## src/rtl/wide_add_seq_if.sv

```systemverilog
// Start/busy/done bus for wide_add_seq; the sub line exists only when SUB_EN is defined.
interface wide_add_seq_if #(
  parameter int WORDS = 4
);
  localparam int N = 32 * WORDS;

  logic         start;
  logic [N-1:0] a;
  logic [N-1:0] b;
`ifdef SUB_EN
  logic         sub;
`endif
  logic         busy;
  logic         done;
  logic [N-1:0] sum;
  logic         cout;

`ifdef SUB_EN
  modport master (output start, a, b, sub, input busy, done, sum, cout);
  modport slave  (input start, a, b, sub, output busy, done, sum, cout);
`else
  modport master (output start, a, b, input busy, done, sum, cout);
  modport slave  (input start, a, b, output busy, done, sum, cout);
`endif
endinterface

```

## src/rtl/wide_add_seq.sv

```systemverilog
// Word-serial WORDS*32-bit adder built on one 32-bit slice, LSW first, carry registered.
// Optional feature macro SUB_EN adds a sub input for A-B (two's complement, cout = not-borrow).
module wide_add_seq #(
  parameter int WORDS = 4
) (
  input logic          clk,
  input logic          rst,
  wide_add_seq_if.slave bus
);
  localparam int N    = 32 * WORDS;
  localparam int IDXW = (WORDS > 1) ? $clog2(WORDS) : 1;

  localparam logic [1:0] ST_IDLE = 2'd0;
  localparam logic [1:0] ST_RUN  = 2'd1;
  localparam logic [1:0] ST_DONE = 2'd2;

  logic [1:0]      state_r;
  logic [IDXW-1:0] idx_r;
  logic            carry_r;
  logic [N-1:0]    a_r;
  logic [N-1:0]    b_r;
  logic [N-1:0]    sum_r;
  logic            cout_r;
  logic            busy_r;
  logic            done_r;

  logic            sub_s;
  logic [31:0]     a_word_s;
  logic [31:0]     b_word_s;
  logic [32:0]     word_sum_s;
  logic            last_word_s;

  // Shared slice: widen to 33 bits before adding so the carry is never truncated.
  always_comb begin
`ifdef SUB_EN
    sub_s       = bus.sub;
`else
    sub_s       = 1'b0;
`endif
    a_word_s    = a_r[{idx_r, 5'b00000} +: 32];
    b_word_s    = b_r[{idx_r, 5'b00000} +: 32];
    word_sum_s  = {1'b0, a_word_s} + {1'b0, b_word_s} + {32'd0, carry_r};
    last_word_s = (idx_r == IDXW'(WORDS - 1));
  end

  // Sequencer state, operand capture and word-by-word result accumulation.
  always_ff @(posedge clk) begin
    if (rst) begin
      state_r <= ST_IDLE;
      idx_r   <= '0;
      carry_r <= 1'b0;
      a_r     <= '0;
      b_r     <= '0;
      sum_r   <= '0;
      cout_r  <= 1'b0;
      busy_r  <= 1'b0;
      done_r  <= 1'b0;
    end else begin
      case (state_r)
        ST_IDLE: begin
          if (bus.start) begin
            a_r     <= bus.a;
            // Subtraction is A + ~B + 1, so the inverted operand and initial carry come from sub.
            b_r     <= sub_s ? ~bus.b : bus.b;
            carry_r <= sub_s;
            idx_r   <= '0;
            busy_r  <= 1'b1;
            state_r <= ST_RUN;
          end else begin
            busy_r  <= 1'b0;
          end
          done_r <= 1'b0;
        end
        ST_RUN: begin
          sum_r[{idx_r, 5'b00000} +: 32] <= word_sum_s[31:0];
          carry_r <= word_sum_s[32];
          if (last_word_s) begin
            cout_r  <= word_sum_s[32];
            idx_r   <= '0;
            done_r  <= 1'b1;
            state_r <= ST_DONE;
          end else begin
            idx_r   <= idx_r + IDXW'(1);
          end
        end
        ST_DONE: begin
          done_r  <= 1'b0;
          busy_r  <= 1'b0;
          state_r <= ST_IDLE;
        end
        default: begin
          state_r <= ST_IDLE;
          idx_r   <= '0;
          busy_r  <= 1'b0;
          done_r  <= 1'b0;
        end
      endcase
    end
  end

  assign bus.busy = busy_r;
  assign bus.done = done_r;
  assign bus.sum  = sum_r;
  assign bus.cout = cout_r;
endmodule

```

## src/flat_wrapper.sv

```systemverilog
// flat-port wrapper written by rule: the top's interface ports become plain ports
module wide_add_seq_flat 
#(
  parameter int WORDS = 4
)
  (clk, rst, bus_start, bus_a, bus_b, bus_busy, bus_done, bus_sum, bus_cout);
  wide_add_seq_if #(.WORDS(WORDS)) bus_i ();
  input logic clk;
  input logic rst;
  input wire logic [$bits(bus_i.start)-1:0] bus_start;
  input wire logic [$bits(bus_i.a)-1:0] bus_a;
  input wire logic [$bits(bus_i.b)-1:0] bus_b;
  output wire logic [$bits(bus_i.busy)-1:0] bus_busy;
  output wire logic [$bits(bus_i.done)-1:0] bus_done;
  output wire logic [$bits(bus_i.sum)-1:0] bus_sum;
  output wire logic [$bits(bus_i.cout)-1:0] bus_cout;
  assign bus_i.start = bus_start;
  assign bus_i.a = bus_a;
  assign bus_i.b = bus_b;
  assign bus_busy = bus_i.busy;
  assign bus_done = bus_i.done;
  assign bus_sum = bus_i.sum;
  assign bus_cout = bus_i.cout;
  wide_add_seq #(.WORDS(WORDS)) u_core (.clk(clk), .rst(rst), .bus(bus_i));
endmodule
```

## config.mk

```make
export PLATFORM = sky130hd
export DESIGN_NAME = wide_add_seq_flat
export DESIGN_NICKNAME = d
export VERILOG_FILES = /design/src/rtl/wide_add_seq_if.sv /design/src/rtl/wide_add_seq.sv /design/src/flat_wrapper.sv
export SDC_FILE = /design/constraint.sdc
export NUM_CORES = 1
export LEC_CHECK = 0
export CORE_ASPECT_RATIO = 0.8
export CORE_UTILIZATION = 50
export DETAILED_ROUTE_END_ITERATION = 7
export GPL_ROUTABILITY_DRIVEN = 0
export PLACE_DENSITY = 0.8
export SLEW_MARGIN = 20
export SYNTH_ARGS = -nofsm -noshare
export SYNTH_HDL_FRONTEND = slang
export SYNTH_SLANG_ARGS = --single-unit
export TNS_END_PERCENT = 10
```

## constraint.sdc

```tcl
create_clock -name clk -period 7.64 [get_ports clk]
set_input_delay 2.292 -clock clk [delete_from_list [all_inputs] [get_ports clk]]
set_output_delay 2.292 -clock clk [all_outputs]
set_load 0.02 [all_outputs]
```

Fig. 1: run 1, clock distribution
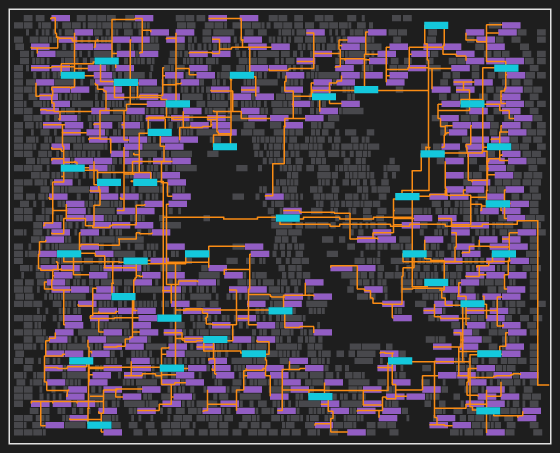
Key: orange = clock wires [length 4450 um]; cyan = clock-net drivers [count 39]; purple = flip-flops [count 392]
Position of the flops: widely spread. There are 40 routed clock nets.

Fig. 2: run 1, the metal 1 layer
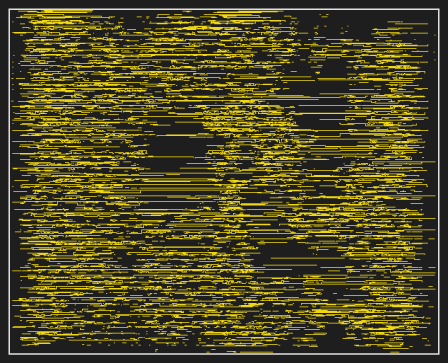
The wires run mostly horizontal. The layer holds 45% of the routed length. The longest straight run is 102 um. The layer carries 23.2 mm of wire.

==> CHANGELOG.md, run 1 <==
## Flow update

* Outcome: complete, no violations
* RSZ-0062 raised after global routing: false
* Antenna Nets Post-Route at 0
* Mapped Cells at 1892
* Place WS at 2.91 ns
* CP bufs+invs at 0
* Critical path's top delay family: AND-OR/OR-AND gates
* DIE HEIGHT at 165 um
* CP max stage cell: dfxtp_4
* Hold_ws at roughly 0.45 ns
* Worst Setup Path Type: reg -> reg
* Gr busiest metal: met2
* Fill count at 2506
* Core area at roughly 0.033 mm^2
* Clk root buf: clkbuf_16
* Post-synth cell types at 61
* Die Wd at 206 um
* Syn Area/Cell at 8.77 um^2
* Clock-pin slew on the worst setup and hold paths at 0.06 ns
* Largest cells by area: dfxtp_1, nand2_1, a21oi_1, mux4_2, a22o_1
* Yosys aoi share at 18.7%
* Top post-synthesis cells by count: nand2_1, dfxtp_1, a21oi_1, clkbuf_1, nor2_1
* Critical Path Source: u_core.idx_r[0]
* Final WL at 52200 um
* # setup viols final at 0
* Post-Synth Simple-Gate Area at 16.8%
* WL per Instance at just under 20 um
* GR Overflow Total at 0
* Yosys top cell by instances: nand2_1
* Vias post-DR at roughly 15k
* DRT Pass-1 Iters at 6
* Yosys stat area at 0.0166 mm^2
* Post-synth regs at 392
* Syn Nets at 2190
* Post_cts resized at 0
* WP data required at 8.01 ns
* Post-synth seq share at 47.3%
Fig. 3: run 1, congestion heat map
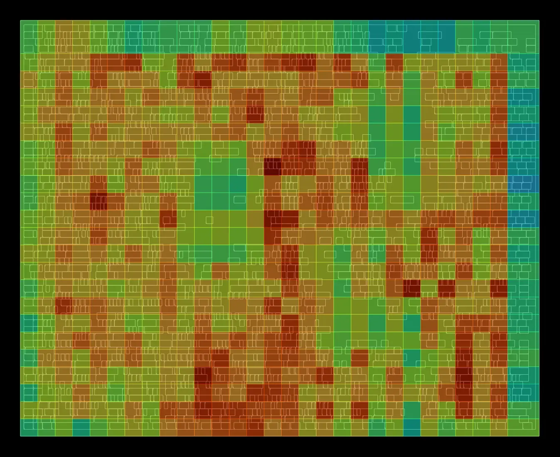
all-layer global routing usage: 30.1%
post-layout util: 67.4%

==> run 1: cell type report <==
class / count / area share, %
Inverter: 6 / 0.103
Clock inverter: 14 / 0.753
Timing Repair Buffer: 403 / 18.4
Tap cell: 427 / 2.44
Multi-Input combinational cell: 1345 / 37.2
Sequential cell: 392 / 35.8
Clock buffer: 57 / 5.27
Antenna cell: 2 / 0.0228
==> run 1: worst reg2reg max path: stages (launching register included) <==
cell and delay (ns):
dfxtp_4 0.72, mux4_2 0.72, fa_1 0.49, fa_1 0.42, a21o_1 0.22, a221oi_2 0.50
or4_1 0.25, o211ai_2 0.18, o21ai_4 0.28, mux2i_2 0.44, a211oi_1 0.14
==> run 1: placed cells by master (no fill, tap or decap), drive strengths merged, types with 13 or more instances in the layout <==
| cell type | count |
|---|---|
| nor2 | 67 |
| clkbuf | 57 |
| ha | 37 |
| a22oi | 49 |
| a22o | 60 |
| buf | 15 |
| nand2 | 564 |
| dfxtp | 392 |
| o21ai | 43 |
| mux4 | 64 |
| a21oi | 305 |
| clkdlybuf4s50 | 388 |
| nand3 | 13 |
| xnor2 | 16 |
==> run 1: where the power goes <==
| part | switching (W) | internal (W) | leakage [nW] | total, W |
|---|---|---|---|---|
| registers | 0.0000549 | 0.00214 | 3.20 | 0.00219 |
| logic | 0.000401 | 0.000307 | 4.33 | 0.000708 |
| clock network | 0.000806 | 0.00116 | 0.649 | 0.00196 |
| total | 0.00126 | 0.00360 | 8.18 | 0.00486 |
==> run 1: registers in the layout, indices dropped and copies added (netlist names) <==
| name | flops |
|---|---|
| u_core.a_r | 128 |
| u_core.b_r | 128 |
| u_core.bus.busy | 1 |
| u_core.bus.cout | 1 |
| u_core.bus.done | 1 |
| u_core.bus.sum | 128 |
| u_core.carry_r | 1 |
| u_core.idx_r | 2 |
| u_core.state_r | 2 |
Fig. 4: run 1, port wiring
Scale bar: 50 um.
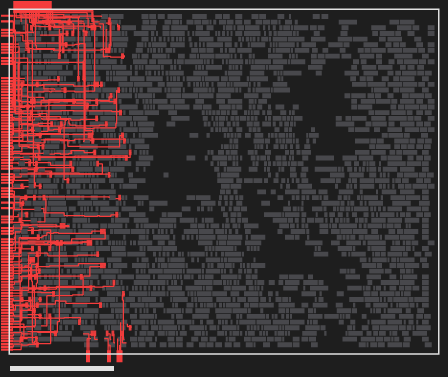

==> run 2, diff against run 1 <==
--- a/config.mk
+++ b/config.mk
@@ -6,10 +6,10 @@
 export NUM_CORES = 1
 export LEC_CHECK = 0
 export CORE_ASPECT_RATIO = 0.8
-export CORE_UTILIZATION = 50
+export CORE_UTILIZATION = 45
 export DETAILED_ROUTE_END_ITERATION = 7
 export GPL_ROUTABILITY_DRIVEN = 0
-export PLACE_DENSITY = 0.8
+export PLACE_DENSITY = 0.76
 export SLEW_MARGIN = 20
 export SYNTH_ARGS = -nofsm -noshare
 export SYNTH_HDL_FRONTEND = slang
==> constraint.sdc (replaced) <==
create_clock -name clk -period 3.84 [get_ports clk]
set_input_delay 1.152 -clock clk [delete_from_list [all_inputs] [get_ports clk]]
set_output_delay 1.152 -clock clk [all_outputs]
set_load 0.02 [all_outputs]
Fig. 5: run 2, port wiring
Scale bar: 50 um.
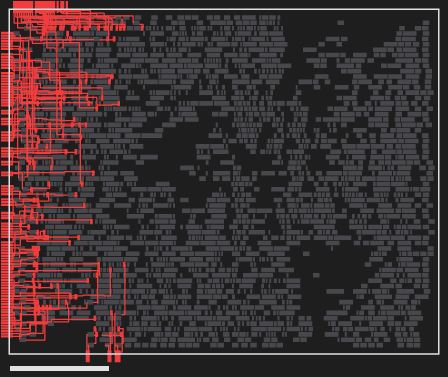
Key: red = bus_a [bits 128, direction input, edge 95 left, 26 top, 7 bottom, end cells 128, buffers 128, wire 3950 um]

==> CHANGELOG.md, run 2 <==
## Flow update

* CP bufs+invs at 0
* Flop pwr share at roughly 44%
* Critical path's top delay family: AND-OR/OR-AND gates
* Post-synth seq share at 47.3%
* Post-layout util at approximately 62%
* Most instantiated logic cell after routing: nand2_1
* Mapped Cells at between 1.5k and 2k
* WL per Instance at 20.1 um
* Syn Nets at 2190
* Sw Ratio at 26.1%
* Clk root buf: clkbuf_16
* Outcome: complete, no violations
* Combinational gate power at 0.00149 W
* DRT Pass-1 Iters at 8
* CP max stage cell: mux4_2
* Post-synth regs at between 300 and 400
* Clock group power at 0.00398 W
* Syn Area/Cell at 8.77 um^2
* NetSw at 0.00256 W
* Largest cells by area: dfxtp_1, nand2_1, a21oi_1, mux4_2, a22o_1
* Die Wd at around 220 um
* Yosys top cell by instances: nand2_1
* Post-synth cell types at 61
* Top power group: sequential cells
* Clock-pin slew on the worst setup and hold paths at around 0.060 ns
* Fill count at 3047
* P_seq at about 0.0044 W
* Vias post-DR at 15.5k
==> run 2: netlist changes by cell type in the layout (fill, tap and decap cells not counted), sizes merged <==
| cell | delta |
|---|---|
| buf | +21 |
| clkbuf | -4 |
| clkinv | +2 |
| inv | +2 |
| bufinv | +1 |
| clkinvlp | -1 |
==> run 2: logic make-up after synthesis <==
kind of cell / after synthesis / share of synthesized area (%)
fa+ha+maj: 39 / 3.03
xor+xnor: 27 / 1.47
flops: 392 / 47.3
mux: 69 / 9.03
simple gates: 697 / 16.8
buf+inv: 155 / 3.63
compound gates: 513 / 18.7
==> run 2: final timing paths <==
| path | slack [ns] | depth (start not counted) | end | startpoint |
|---|---|---|---|---|
| worst max-delay path | 0.06 | 10 | u_core.bus.sum[30] | u_core.idx_r[0] |
| worst min-delay path | 0.45 | 2 | u_core.b_r[107] | u_core.b_r[107] |
| worst max register to register | 0.06 | 10 | u_core.bus.sum[30] | u_core.idx_r[0] |
| worst min register to register | 0.45 | 2 | u_core.b_r[107] | u_core.b_r[107] |
==> run 2: layout make-up <==
| cell class | count | share of cell area, % |
|---|---|---|
| repair buffers | 424 | 19.4 |
| multi-input cells | 1345 | 36.7 |
| inverters | 6 | 0.101 |
| well taps | 480 | 2.68 |
| flip-flops and latches | 392 | 35.1 |
| diodes | 2 | 0.0224 |
| clock inverters | 18 | 0.962 |
| clock buffers | 53 | 5.05 |
==> run 2: routing by layer <==
metal	vias up	share of wire, %
li1	7205	-
met5	-	0.084
met3	85	9.2
met1	7458	44
met2	760	45
met4	8	1.9
==> run 2: what timing repair did <==
item	4_1_cts	5_1_grt
gates resized	2	8
pin swaps	0	1
setup endpoints to repair	1	36
hold buffers	0	0
setup buffers	0	0
gates cloned	0	0
Power is estimated from default activity; no workload was simulated.
